--- config.mk ---
export PLATFORM = sky130hd
export DESIGN_NAME = pwm_timer_n
export DESIGN_NICKNAME = d
export VERILOG_FILES = /design/src/rtl/pwm_timer_n.sv
export SDC_FILE = /design/constraint.sdc
export NUM_CORES = 1
export LEC_CHECK = 0
export ABC_AREA = 1
export ABC_CLOCK_PERIOD_IN_PS = 8400
export CAP_MARGIN = 20
export CELL_PAD_IN_SITES_DETAIL_PLACEMENT = 0
export CELL_PAD_IN_SITES_GLOBAL_PLACEMENT = 1
export CORE_UTILIZATION = 43
export DETAILED_ROUTE_END_ITERATION = 8
export GPL_TIMING_DRIVEN = 1
export PLACE_DENSITY = 0.95
export SLEW_MARGIN = 20
export SYNTH_ARGS = -nofsm -noshare
export SYNTH_HDL_FRONTEND = slang
export SYNTH_SLANG_ARGS = --single-unit
export TNS_END_PERCENT = 30
--- constraint.sdc ---
create_clock -name clk -period 8.4 [get_ports clk]
set_input_delay 1.68 -clock clk [delete_from_list [all_inputs] [get_ports clk]]
set_output_delay 1.68 -clock clk [all_outputs]
set_load 0.03 [all_outputs]
--- src/rtl/pwm_timer_n.sv ---
// pwm_timer_n: parametrised PWM timer with prescaler, edge/center-aligned counting,
// per-channel polarity and configuration shadowed until each period end.
module pwm_timer_n #(
    parameter int W  = 16,
    parameter int CH = 4,
    parameter int PW = 16
) (
    input  logic          clk,
    input  logic          rst_n,
    input  logic          en,
    input  logic [PW-1:0] psc,
    input  logic [W-1:0]  arr,
    input  logic [CH*W-1:0] cmp,
    input  logic [CH-1:0] pol,
    input  logic          center,
    output logic [W-1:0]  cnt,
    output logic          dir,
    output logic          upd,
    output logic [CH-1:0] cmp_out
);
    logic [PW-1:0]   pcnt;
    logic [W-1:0]    sh_arr;
    logic [CH*W-1:0] sh_cmp;
    logic [CH-1:0]   sh_pol;
    logic [CH-1:0]   active;
    logic            sh_center;
    logic            loaded;
    logic            tick;
    logic            up;
    logic [W-1:0]    nxt;
    logic            nxt_dir;

    always_comb begin
        tick    = pcnt == '0;
        up      = !dir && cnt < sh_arr;
        nxt     = !sh_center ? (cnt >= sh_arr ? '0 : cnt + 1'b1)
                : (sh_arr == '0 ? '0 : (up ? cnt + 1'b1 : cnt - 1'b1));
        nxt_dir = nxt == '0 ? 1'b0 : ((sh_center && !up) ? 1'b1 : dir);
        for (int i = 0; i < CH; i++)
            active[i] = cnt < sh_cmp[i*W +: W];
    end

    always_ff @(posedge clk or negedge rst_n) begin
        if (!rst_n) begin
            cnt       <= '0;
            dir       <= 1'b0;
            pcnt      <= '0;
            sh_arr    <= '0;
            sh_cmp    <= '0;
            sh_pol    <= '0;
            sh_center <= 1'b0;
            loaded    <= 1'b0;
            upd       <= 1'b0;
            cmp_out   <= '0;
        end else if (!en) begin
            cnt     <= '0;
            dir     <= 1'b0;
            pcnt    <= '0;
            loaded  <= 1'b0;
            upd     <= 1'b0;
            cmp_out <= pol;
        end else if (!loaded) begin
            // load clock: capture configuration, arm prescaler, no tick yet
            sh_arr    <= arr;
            sh_cmp    <= cmp;
            sh_pol    <= pol;
            sh_center <= center;
            loaded    <= 1'b1;
            pcnt      <= psc;
            upd       <= 1'b0;
            cmp_out   <= active ^ sh_pol;
        end else begin
            pcnt    <= tick ? psc : pcnt - 1'b1;
            upd     <= tick && nxt == '0;
            cmp_out <= active ^ sh_pol;
            if (tick) begin
                cnt <= nxt;
                dir <= nxt_dir;
                if (nxt == '0) begin
                    sh_arr    <= arr;
                    sh_cmp    <= cmp;
                    sh_pol    <= pol;
                    sh_center <= center;
                end
            end
        end
    end
endmodule

ff_map.png
Bar = 50 um. Other sequential cells in the stronger gray, the rest of the logic in the fainter gray.
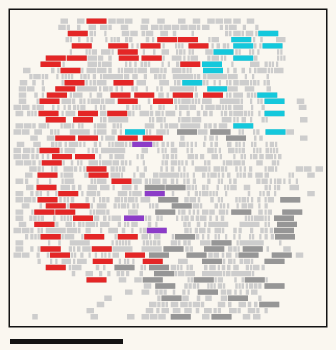
legend:
  purple:
    name_in_the_netlist: `sh_pol`
    flops: 4
  cyan:
    name_in_the_netlist: `sh_arr`
    flops: 16
    where: top right
  red:
    name_in_the_netlist: `sh_cmp`
    flops: 64
not colored: 40
P_seq: 0.779 mW
final core occ: 0.554

gates.png
Bar = 50 um.
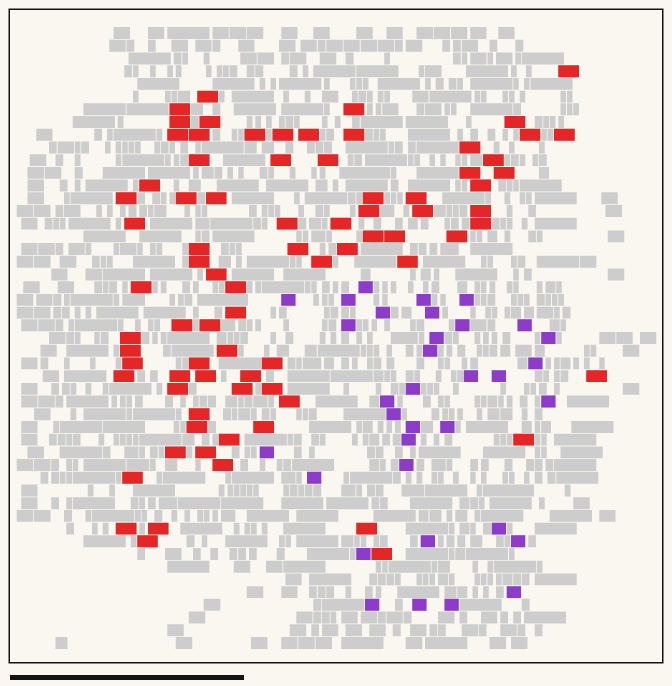
legend:
  purple:
    family: xor and xnor cells
    cells: 34
    most_used: xor2_1
  red:
    family: fa/ha/maj cells
    cells: 80
    most_used: ha_1
most used logic cell in the final layout: nand2_1
Comb area share: 0.425

class_map.png
Bar = 50 um.
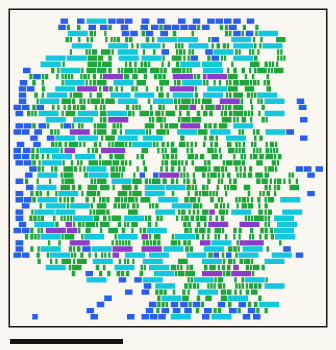
legend:
  blue:
    class: remaining buffers and delay cells
    cells: 130
  cyan:
    class: registers
    cells: 124
  purple:
    class: clock drivers and dummy loads
    cells: 32
  green:
    class: remaining logic cells
    cells: 912
Final Instance Area: 0.0101 sq mm
flop share of the area: 0.306

==> out/results.tsv <==
metric	value	unit
status	finished, final reports clean	
most numerous cell in the Yosys netlist	nand2_1	
Synth top area share	0.381	
CTS Root Cell	clkbuf_16	
DR iter-0 viols	511	
logic area	0.00430	sq mm
post_cts resized	0	
final critical-path required period	4.44	ns
top power group	registers	
CP required	8.76	ns
Post-route DRC	0	
internal power	1.38	mW
Register-to-Register Path Depth	18	
clk latency late pin	0.42	ns
layout cells sized above 1	0.0467	
P_comb	0.439	mW
Synth mux share	0	
Basic Gates by Area	0.280	
ys flops	124	
post-detail-place hpwl	15.6	mm
CTS Hold Buffers Added	0	
IO Port Bufs	125	
hold endpoint	sh_cmp[11]	
clock sinks	124	
fin cells	1427	
Mean Syn Cell Area	7.56	sq um
Netlist cell types	39	
RR Endpoint	sh_cmp[25]	
VDD IR max	0.000165	V
Die W	140	um
Max-Cap Viols	0	
sizing.png
Bar = 50 um.
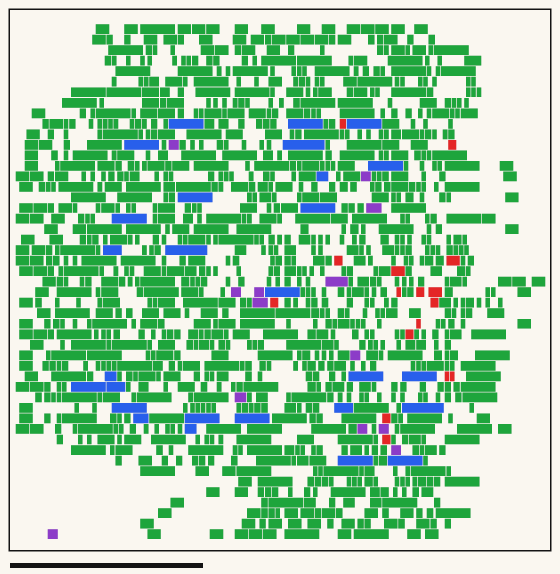
legend:
  blue:
    size: x6 and larger
    cells: 27
    most_used: clkbuf_16
  green:
    size: x1 and smaller
    cells: 1,142
    most_used: nand2_1
  red:
    size: x2
    cells: 16
  purple:
    size: x3 and x4
    cells: 13
    most_used: buf_4
setup ws final: 3.96 ns
Syn-to-layout area delta: 24.4%
nonclk buf count: 130

congestion_map.png
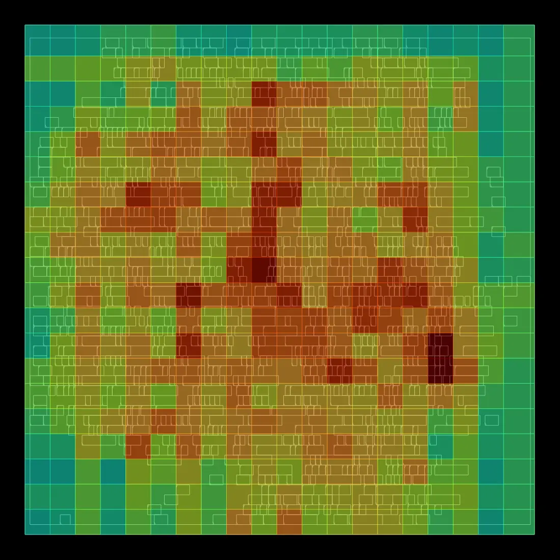
GRT met1 Usage: 0.323
most used routing layer in global routing: met2

## per-stage QoR
step / util / hold WS (ns) / instance area (sq um) / total power [mW]
2_1_floorplan: - / 0.436 / 8140 / 1.07
3_3_place_gp: 0.520 / 0.454 / 9500 / 1.21
3_5_place_dp: 0.520 / 0.458 / 9500 / 1.22
4_1_cts: 0.554 / 0.471 / 10100 / 2.01
5_1_grt: 0.554 / 0.483 / 10100 / 2.12
6_report: 0.554 / 0.467 / 10100 / 2.00
## layer usage
metal | vias to the layer above | wire (um)
met5 | - | 0
met4 | 0 | 431
met3 | 29 | 1300
met2 | 208 | 10800
met1 | 3526 | 10000
li1 | 3734 | -
Power figures rest on the tool's default switching activity, not on a simulated workload.
